Fig. 1: run 1, drive-strength map
Scale: 2 px per um.
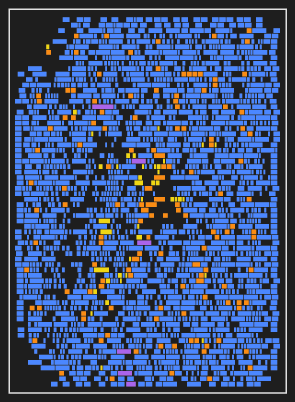
Fig. 2: run 1, close-up of the layout
Region (22, 131) to (47, 156) um. Cells in grey, sequential cells in the stronger grey; small squares are vias.
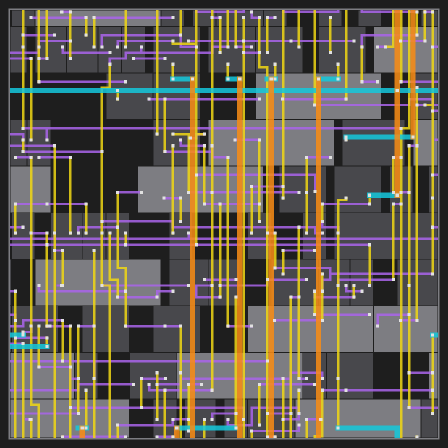
Fig. 3: run 1, placed cells, one colour a class
Scale: 2 px per um.
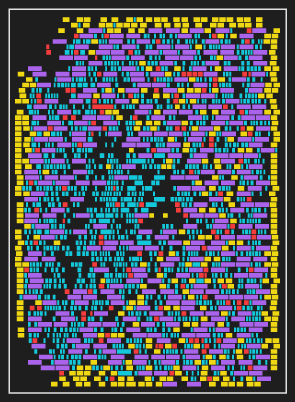
Fig. 4: run 1, congestion heat map
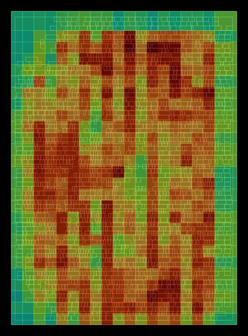
## src/rtl/grayscale_batch_scheduler.sv

```systemverilog
// grayscale_batch_scheduler: packs RGB pixels into converter lanes, waits out the array latency, serializes grayscale results
module grayscale_batch_scheduler #(
  parameter int SIZE = 10,
  parameter int LAT = 1
) (
  input  logic                 clk,
  input  logic                 rst,
  input  logic                 in_valid,
  output logic                 in_ready,
  input  logic [7:0]           in_r,
  input  logic [7:0]           in_g,
  input  logic [7:0]           in_b,
  input  logic                 in_last,
  output logic [SIZE-1:0][7:0] lane_r,
  output logic [SIZE-1:0][7:0] lane_g,
  output logic [SIZE-1:0][7:0] lane_b,
  input  logic [SIZE-1:0][7:0] lane_gray,
  output logic                 out_valid,
  input  logic                 out_ready,
  output logic [7:0]           out_gray,
  output logic                 out_last
);
  localparam int CW = $clog2(SIZE + 1);
  localparam int IW = $clog2(SIZE);
  localparam int WW = $clog2(LAT + 1);
  typedef enum logic [1:0] {FILL, WAIT, DRAIN} state_t;
  state_t state_q, state_d;
  logic [CW-1:0] count_q, count_d, rd_q, rd_d;
  logic [WW-1:0] wait_q, wait_d;
  logic [SIZE-1:0][7:0] r_q, r_d, g_q, g_d, b_q, b_d, res_q, res_d;
  logic batch_last_q, batch_last_d, out_valid_q, out_valid_d, out_last_q, out_last_d;
  logic [7:0] out_gray_q, out_gray_d;
  logic acc, fire, close, final_beat;
  logic [IW-1:0] wr_idx, nx_idx;
  assign in_ready = !rst && state_q == FILL;
  assign acc = in_valid && in_ready;
  assign fire = out_valid_q && out_ready;
  assign close = count_q + CW'(1) == CW'(SIZE) || in_last;
  assign final_beat = rd_q == count_q - CW'(1);
  assign wr_idx = IW'(count_q);
  assign nx_idx = IW'(rd_q + CW'(1));
  assign lane_r = r_q;
  assign lane_g = g_q;
  assign lane_b = b_q;
  assign out_valid = out_valid_q;
  assign out_gray = out_gray_q;
  assign out_last = out_last_q;
  always_comb begin
    state_d = state_q;
    count_d = count_q;
    rd_d = rd_q;
    wait_d = wait_q;
    r_d = r_q;
    g_d = g_q;
    b_d = b_q;
    res_d = res_q;
    batch_last_d = batch_last_q;
    out_valid_d = out_valid_q;
    out_last_d = out_last_q;
    out_gray_d = out_gray_q;
    case (state_q)
      FILL: if (acc) begin
        if (count_q == '0) begin
          r_d = '0;
          g_d = '0;
          b_d = '0;
        end
        r_d[wr_idx] = in_r;
        g_d[wr_idx] = in_g;
        b_d[wr_idx] = in_b;
        count_d = count_q + CW'(1);
        if (close) begin
          state_d = WAIT;
          batch_last_d = in_last;
          wait_d = WW'(LAT);
        end
      end
      WAIT: if (wait_q == '0) begin
        for (int i = 0; i < SIZE; i++) res_d[i] = (CW'(i) < count_q) ? lane_gray[i] : 8'd0;
        state_d = DRAIN;
        out_valid_d = 1'b1;
        out_gray_d = lane_gray[0];
        out_last_d = batch_last_q && count_q == CW'(1);
      end else begin
        wait_d = wait_q - WW'(1);
      end
      DRAIN: if (fire) begin
        if (final_beat) begin
          state_d = FILL;
          count_d = '0;
          rd_d = '0;
          batch_last_d = 1'b0;
          out_valid_d = 1'b0;
          out_last_d = 1'b0;
          out_gray_d = 8'd0;
        end else begin
          rd_d = rd_q + CW'(1);
          out_gray_d = res_q[nx_idx];
          out_last_d = batch_last_q && rd_q + CW'(2) == count_q;
        end
      end
      default: state_d = FILL;
    endcase
  end
  always_ff @(posedge clk) begin
    if (rst) begin
      state_q <= FILL;
      count_q <= '0;
      rd_q <= '0;
      wait_q <= '0;
      r_q <= '0;
      g_q <= '0;
      b_q <= '0;
      res_q <= '0;
      batch_last_q <= 1'b0;
      out_valid_q <= 1'b0;
      out_last_q <= 1'b0;
      out_gray_q <= 8'd0;
    end else begin
      state_q <= state_d;
      count_q <= count_d;
      rd_q <= rd_d;
      wait_q <= wait_d;
      r_q <= r_d;
      g_q <= g_d;
      b_q <= b_d;
      res_q <= res_d;
      batch_last_q <= batch_last_d;
      out_valid_q <= out_valid_d;
      out_last_q <= out_last_d;
      out_gray_q <= out_gray_d;
    end
  end
endmodule
```

## config.mk

```make
export PLATFORM = sky130hd
export DESIGN_NAME = grayscale_batch_scheduler
export DESIGN_NICKNAME = d
export VERILOG_FILES = /design/src/rtl/grayscale_batch_scheduler.sv
export SDC_FILE = /design/constraint.sdc
export NUM_CORES = 1
export LEC_CHECK = 0
export ABC_AREA = 1
export CORE_ASPECT_RATIO = 1.4
export CORE_MARGIN = 2
export CORE_UTILIZATION = 54
export CTS_BUF_LIST = sky130_fd_sc_hd__clkbuf_4
export CTS_CLUSTER_DIAMETER = 80
export DETAILED_ROUTE_END_ITERATION = 7
export PLACE_DENSITY_LB_ADDON = 0.25
export SYNTH_ARGS = -nofsm -noshare
export SYNTH_HDL_FRONTEND = slang
export SYNTH_SLANG_ARGS = --single-unit
```

## constraint.sdc

```tcl
create_clock -name clk -period 5.75 [get_ports clk]
set_clock_uncertainty 0.2 [all_clocks]
set_input_delay 1.725 -clock clk [delete_from_list [all_inputs] [get_ports clk]]
set_output_delay 1.725 -clock clk [all_outputs]
set_load 0.005 [all_outputs]
```

==> flow_summary.json, run 1 <==
{
  "fp_nets": 1911,
  "cts_tree": "done",
  "worstPathMaxFanout": 88,
  "start_kind": "input port",
  "crit_buf_inv": 2,
  "critPathLaunch": "rst",
  "dpl.hpwl_um": 31600,
  "min_period_ns": 4.77,
  "drt-total-wl_um": 46200,
  "worst_pin_slew_ns": 1.21,
  "fin_nets": 2222,
  "rsz0062_at_grt": "false",
  "pre_cts_slack_ns": 0.968,
  "place_inst": 2340,
  "io_buffers": 359,
  "max_stage_delay_ns": 0.52,
  "p_leak_nw": 6.42,
  "synth_stat.cells": 1795,
  "peakVddDrop_uv": 148,
  "numClockSinks": 342,
  "numCtsBuffers": 79,
  "crit_type": "input port to output port",
  "ys_chip_area_um2": 13500,
  "drt_iter0_drc": 1027,
  "endpoint_kind": "output port",
  "grt_pass1_vias": 13000,
  "warnings": 30,
  "num_vias": 14000,
  "cts-root-buf": "clkbuf_4",
  "top_area_frac": 0.507,
  "via_per_inst": 5.66,
  "postCtsSetupBuffers": 0,
  "area_leaders": "dfxtp_1 (51%), nand2_1 (14%), a21oi_1 (11%)",
  "hold_class": "register to register",
  "yosysWarnings": 0,
  "post_cts_resized": 0,
  "worstPathRequired_ns": 3.83,
  "synth_cells": 1795,
  "synth_area_leader_cell": "dfxtp_1",
  "slew_viol_final": 0,
  "fin_setup_tns_ns": 0,
  "place_congestion": 0.912,
  "grt_max_degree": 98,
  "clk_pin_slew_ns": 0.06,
  "cap_viol_max_count": 0,
  "synth_cell_type_count": 38,
  "finalHoldViolations": 0,
  "die-width_um": 138,
  "cts_buffer_depth": 3,
  "htreeDepth": 3,
  "clkLatencyLatePin_ns": 0.71,
  "syn_area_um2": 13500,
  "crit_family": "buffers and inverters",
  "die_y_um": 191,
  "min-delay-start": "lane_b[8]$_SDFFE_PP0P_",
  "slew_headroom": 0.188,
  "grt_pass1_wl_um": 69400,
  "dr.pass1.iters": 6,
  "fp_util": 0.550,
  "hold_buffers": 0,
  "yosysSeqAreaShare": 0.507,
  "timing.rr.start": "rd_q[0]$_SDFFE_PP0P_",
  "endpoint": "in_ready",
  "timing.rr.end": "out_gray[0]$_SDFFE_PP0P_",
  "drive_gt1_frac": 0.0827,
  "reg2reg_depth": 7,
  "synth.avg_cell_area_um2": 7.53,
  "synth_flops": 342,
  "total_power_mw": 4.79,
  "path_depth": 3,
  "die_area_um2": 26300,
  "clock.fmax_mhz": 209,
  "critPathArrivalTime_ns": 2.85,
  "finalClockPeriodUsage": 0.830,
  "antenna_left": 0,
  "final_cells": 2470,
  "drc_errors": 0,
  "antenna_found_initial": 2,
  "regToRegSetupSlack_ns": 2.29,
  "whs_endpoint": "lane_b[8]$_SDFFE_PP0P_",
  "slowest_stage": "clkdlybuf4s50_1",
  "outcome": "completed",
  "setup_violations": 0,
  "powerDensity_nw_per_um2": 268,
  "overflow": 0,
  "holdPathStages": 2,
  "crit_chain": "clkbuf_8 > nor2_8 > clkdlybuf4s50_1",
  "ios": 360
}
## Picture notes: Fig. 1
legend:
  blue:
    size: drive 1 or less
    cells: 1975
    share: 92%
    most_used: nand2_1
  purple:
    size: drive 6 and up
    cells: 6
    share: 0.28%
  orange:
    size: drive 3 to 4
    cells: 132
    share: 6.1%
    most_used: clkbuf_4
  yellow:
    size: drive 2
    cells: 40
    share: 1.9%
    most_used: inv_2
Area Growth Syn to Fin: 32.4%
Worst Slack Setup Final: 0.976 ns
Non-clk bufs: 367
Finished Cell Area: 17900 um2

## Picture notes: Fig. 2
legend:
  orange:
    layer: met4
  purple:
    layer: met1
  yellow:
    layer: met2
  cyan:
    layer: met3
sequential cells in the window: 11
most frequent: nand2_1 (14), dfxtp_1 (11), clkbuf_4 (7)
cells with their middle in the window: 55
netlist names of flops here include: res_q (9), lane_b (2)

## Picture notes: Fig. 3
legend:
  purple:
    class: flip-flops
    cells: 342
    share_of_their_area: 39%
  red:
    class: clock drivers and dummy loads
    cells: 128
    share_of_their_area: 5.4%
  cyan:
    class: all other logic
    cells: 1316
    share_of_their_area: 35%
  yellow:
    class: other buffers and delay cells
    cells: 367
    share_of_their_area: 21%
final core utilization: 0.728
Core Footprint: 24600 um2
cell row count: 68
fraction of area in registers: 0.383

## Picture notes: Fig. 4
GR Util met1: 0.377
gr busiest metal: met2
GR Util All Layers: 0.344
wire per inst: 18.7 um

-- run 1: state kept, by name, indices dropped and copies added, names as in the netlist, 2 cells and up --
name      flops
lane_g       80
lane_b       80
lane_r       80
res_q        80
count_q       4
out_gray      8
state_q       2
rd_q          4
-- run 1: area by class of cell --
class / instances / area [um2]
flip-flops and latches: 342 / 6850
fillers: 2026 / 6690
multi-input cells: 1269 / 5870
repair buffers: 367 / 3660
clock buffers: 113 / 848
well taps: 315 / 394
inverters: 47 / 180
clock inverters: 15 / 88.8
diodes: 2 / 5.00
-- run 1: where the power goes --
group | internal (mW) | switching [mW] | leakage, nW
clock network | 0.942 | 0.925 | 0.574
logic | 0.196 | 0.277 | 3.08
registers | 2.42 | 0.0303 | 2.77
-- run 1: cell families after synthesis --
group                    after synthesis  share of synthesized area
buffers and inverters                184                     0.0590
adder cells (fa/ha/maj)                7                    0.00648
AND/OR/NAND/NOR                      831                      0.258
XOR/XNOR                               3                    0.00306
flip-flops                           342                      0.507
AND-OR/OR-AND                        428                      0.166
-- run 1: stage by stage --
step	area [um2]	util	hold WS (ns)
6_report	17900	0.728	0.260
5_1_grt	17900	0.728	0.276
4_1_cts	17900	0.728	0.262
3_5_place_dp	17000	0.689	0.251
3_3_place_gp	17000	0.689	0.248
2_1_floorplan	13500	-	0.240
-- run 1: worst min-delay path: stages, from the launching register on --
cell and delay, ns:
dfxtp_1 0.31, nand2_1 0.06, a21oi_1 0.05
-- run 1: layout by cell type (no fill, tap or decap), types with 8 or more instances in the layout --
cell type / Yosys / layout
a21oi_1: 300 / 300
a22oi_1: 24 / 24
buf_4: 9 / 8
clkbuf_4: 0 / 113
clkdlybuf4s50_1: 0 / 358
clkinv_1: 3 / 10
dfxtp_1: 342 / 341
inv_1: 28 / 27
inv_2: 14 / 20
nand2_1: 493 / 493
nand3_1: 121 / 121
nand4_1: 10 / 10
nor2_1: 158 / 158
nor3_1: 24 / 24
o21ai_0: 89 / 89
-- run 1: cells in the mapped netlist --
library cell / count
nor3_4: 2
clkbuf_1: 90
o21a_1: 1
xnor2_1: 1
inv_4: 1
nand2_8: 2
inv_2: 14
o21ai_1: 3
clkinv_2: 1
or2_2: 1
o21ai_4: 1
nor2_2: 6
nand3_1: 121
clkinv_1: 3
o21ai_2: 1
nor2_4: 5
xor2_2: 1
nand4_1: 10
nor3_2: 1
dfxtp_1: 342
nor3_1: 24
o211ai_2: 1
nand2_2: 6
buf_2: 31
a211oi_1: 1
nor2_1: 158
buf_6: 4
a21boi_0: 7
xnor2_2: 1
a21oi_1: 300
buf_4: 9
inv_1: 28
nand2_1: 493
o21ai_0: 89
a22oi_1: 24
nor2_8: 2
ha_1: 7
buf_1: 3
-- run 1: layer usage --
layer	share of wire	wire length (um)	up-vias	track usage
li1	-	-	6568	-
met1	0.35	16100	6453	0.377
met2	0.48	22200	758	0.574
met3	0.086	3970	196	0.0737
met4	0.083	3850	0	0.267
met5	0	0	-	0
Fig. 5: run 1, met1 routing
Scale: 2 px per um.
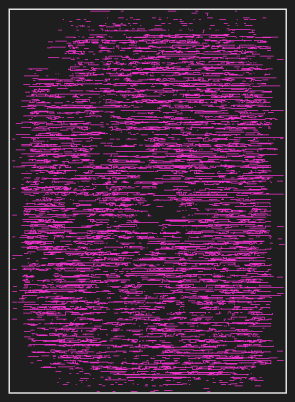

==> run 2, diff against run 1 <==
--- a/config.mk
+++ b/config.mk
@@ -8,7 +8,7 @@
 export ABC_AREA = 1
 export CORE_ASPECT_RATIO = 1.4
 export CORE_MARGIN = 2
-export CORE_UTILIZATION = 54
+export CORE_UTILIZATION = 50
 export CTS_BUF_LIST = sky130_fd_sc_hd__clkbuf_4
 export CTS_CLUSTER_DIAMETER = 80
 export DETAILED_ROUTE_END_ITERATION = 7
==> constraint.sdc (replaced) <==
create_clock -name clk -period 4.5 [get_ports clk]
set_clock_uncertainty 0.2 [all_clocks]
set_input_delay 1.35 -clock clk [delete_from_list [all_inputs] [get_ports clk]]
set_output_delay 1.35 -clock clk [all_outputs]
set_load 0.005 [all_outputs]
Fig. 6: run 2, met1 routing
Scale: 2 px per um.
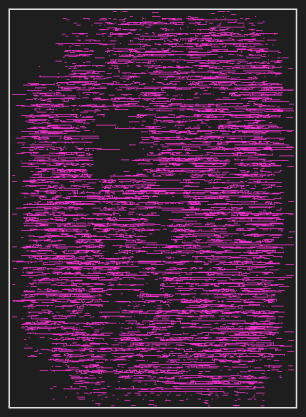
longest straight run: 51.1 um
share of all routed wire: 36%
nets with wire on the layer: 2018

Fig. 7: run 2, placed cells, one colour a class
Scale: 2 px per um.
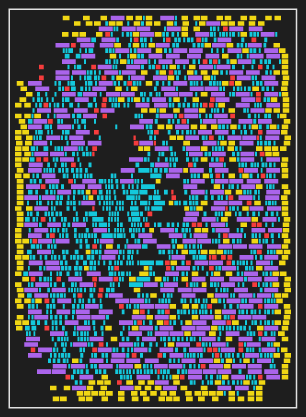
legend:
  purple:
    class: flip-flops
    cells: 342
    share_of_their_area: 39%
  red:
    class: clock drivers and dummy loads
    cells: 124
    share_of_their_area: 5.1%
  cyan:
    class: all other logic
    cells: 1316
    share_of_their_area: 35%
  yellow:
    class: other buffers and delay cells
    cells: 371
    share_of_their_area: 21%

Fig. 8: run 2, close-up of the layout
Region (23, 136) to (48, 161) um. Cells in grey, sequential cells in the stronger grey; small squares are vias.
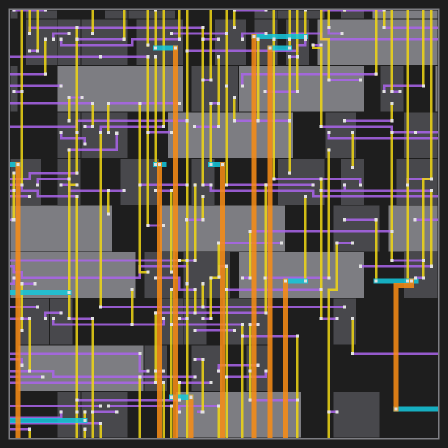
legend:
  purple:
    layer: met1
  yellow:
    layer: met2
  orange:
    layer: met4
  cyan:
    layer: met3
netlist names of flops here include: res_q (10)
sequential cells in the window: 10
cells with their middle in the window: 46
most frequent: nand2_1 (12), dfxtp_1 (10), a21oi_1 (6)

==> run 2 against run 1 <==
  * Via count down 1.1%
  * Sequential cell count unchanged
  * Sequential share of layout area down 0.11 points
  * Worst setup slack worse by 0.21 ns
  * Combinational power up 29%
  * Synthesized area unchanged
  * Hold slack about the same
  * First-iteration DRC count down 3.1%
  * Clock power up 23%
  * Critical path type unchanged
==> flow_summary.json, run 2 <==
{
  "overflow": 0,
  "drc_errors": 0,
  "start_kind": "input port",
  "final_cell_mix": "nand2_1 (493), clkdlybuf4s50_1 (358), dfxtp_1 (342), a21oi_1 (300), nor2_1 (157)",
  "crit_type": "input port to output port",
  "clock.fmax_mhz": 268,
  "internal_power_mw": 4.48,
  "finalHoldViolations": 0,
  "antenna_left": 0,
  "drive_gt1_frac": 0.0813,
  "endpoint_kind": "output port",
  "top_area_frac": 0.507,
  "cts-root-buf": "clkbuf_4",
  "postCtsSetupBuffers": 0,
  "yosysSeqAreaShare": 0.507,
  "die-width_um": 143,
  "cts_buffer_depth": 3,
  "synth_flops": 342,
  "fin_nets": 2227,
  "area_leaders": "dfxtp_1 (51%), nand2_1 (14%), a21oi_1 (11%)",
  "post_cts_resized": 0,
  "top_cells_by_count": "nand2_1 (493), dfxtp_1 (342), a21oi_1 (300)",
  "numCtsBuffers": 80,
  "dpl.hpwl_um": 31800,
  "clk_pin_slew_ns": 0.06,
  "ys.flop_type": "dfxtp_1",
  "seqPwrFrac": 0.519,
  "finalInstanceArea_um2": 17900,
  "ios": 360,
  "synth_stat.cells": 1795,
  "warnings": 33,
  "clkLatencyLatePin_ns": 0.74,
  "mostFrequentLayoutCell": "nand2_1",
  "netSwitchingPower_mw": 1.57,
  "ys_chip_area_um2": 13500,
  "worstPathMaxFanout": 2,
  "hold_buffers": 0,
  "syn_area_um2": 13500,
  "dr.pass1.iters": 5,
  "synth_area_leader_cell": "dfxtp_1",
  "core-area_um2": 26700,
  "slew_viol_final": 0,
  "p_leak_nw": 6.40,
  "num_vias": 13800,
  "drt-total-wl_um": 46700,
  "combPwrFrac": 0.101,
  "fin_setup_tns_ns": 0,
  "worst_pin_slew_ns": 1.25,
  "die_y_um": 199,
  "setup_violations": 0,
  "via_per_inst": 5.48,
  "cap_viol_max_count": 0,
  "clockPowerShare": 0.380,
  "routedWlPerCell_um": 18.5,
  "grt_max_degree": 105,
  "area_delta_synth_final_pct": 32.8,
  "cts_tree": "done",
  "grt_usage": 0.318,
  "hold_class": "register to register",
  "drt_iter0_drc": 995,
  "setup_ws_ns": 0.765,
  "edf_count": 0,
  "numClockSinks": 342,
  "min_period_ns": 3.73,
  "num_rows": 71,
  "peakVddDrop_uv": 203,
  "async_flop_share": 0,
  "htreeDepth": 3,
  "fp_util": 0.505,
  "synth.avg_cell_area_um2": 7.53,
  "powerDensity_nw_per_um2": 337,
  "sw_frac_of_total": 0.260,
  "most_common_cell": "nand2_1",
  "outcome": "completed",
  "fp_nets": 1911,
  "yosysWarnings": 0,
  "die_area_um2": 28400,
  "pre_cts_slack_ns": 0.675,
  "synth_cell_type_count": 38,
  "io_buffers": 359,
  "place_inst": 2394,
  "finalClockPeriodUsage": 0.830,
  "place_congestion": 0.903,
  "worstPathRequired_ns": 2.95,
  "critPathArrivalTime_ns": 2.18,
  "grt_pass1_wl_um": 69900,
  "rsz0062_at_grt": "false",
  "final_cells": 2521,
  "slew_headroom": 0.161,
  "grt_pass1_vias": 12900,
  "antenna_found_initial": 2,
  "place_area_um2": 17000,
  "synth_cells": 1795
}
run 2: cell counts after synthesis:
No cell type changed its count.
run 2: metal layers:
layer	track usage	wire length [um]	vias up
li1	-	-	6565
met1	0.358	16900	6391
met2	0.540	22900	698
met3	0.0558	3550	161
met4	0.226	3280	0
met5	0	0	-
run 2: worst max-delay path, cell delays in order:
cell and delay (ns):
clkbuf_8 0.13, nor2_8 0.13, clkdlybuf4s50_1 0.57
run 2: power by group through the flow:
stage	clock network (mW)	registers, mW	logic [mW]
6_report	2.30	3.14	0.610
5_1_grt	2.49	3.14	0.650
4_1_cts	2.34	3.14	0.605
3_5_place_dp	0	3.20	0.603
3_3_place_gp	0	3.20	0.593
2_1_floorplan	0	3.20	0.284
run 2: stage by stage:
stage | total power [mW] | hold slack, ns | util
global route | 6.28 | 0.272 | 0.671
global placement | 3.80 | 0.247 | 0.638
finish | 6.05 | 0.260 | 0.671
detailed placement | 3.81 | 0.251 | 0.638
CTS | 6.08 | 0.261 | 0.671
floorplan | 3.49 | 0.240 | -
run 2: path summary, 6_finish.rpt:
check	start	endpoint	slack, ns	cells past startpoint
max	rst	in_ready	0.77	3
min	lane_r[46]$_SDFFE_PP0P_	lane_r[46]$_SDFFE_PP0P_	0.26	2
min reg2reg	lane_r[46]$_SDFFE_PP0P_	lane_r[46]$_SDFFE_PP0P_	0.26	2
max reg2reg	count_q[2]$_SDFFE_PP0P_	lane_g[72]$_SDFFE_PP0P_	1.32	7
run 2: cell families (layout without fill, tap and decap cells):
group / Yosys count / count (layout) / synth area share
flip-flops: 342 / 342 / 0.507
buffers and inverters: 184 / 542 / 0.0590
AND-OR/OR-AND: 428 / 428 / 0.166
XOR/XNOR: 3 / 3 / 0.00306
AND/OR/NAND/NOR: 831 / 831 / 0.258
adder cells (fa/ha/maj): 7 / 7 / 0.00648
other: 0 / 3 / 0
run 2: cell type report:
class,instances,area [um2]
fill,2351,8790
antenna,3,7.51
clock buffer,112,841
inverter,47,180
multi-input combinational,1269,5880
sequential,342,6850
timing repair buffer,371,3690
tap,365,457
clock inverter,12,48.8
Power is estimated from default activity; no workload was simulated.
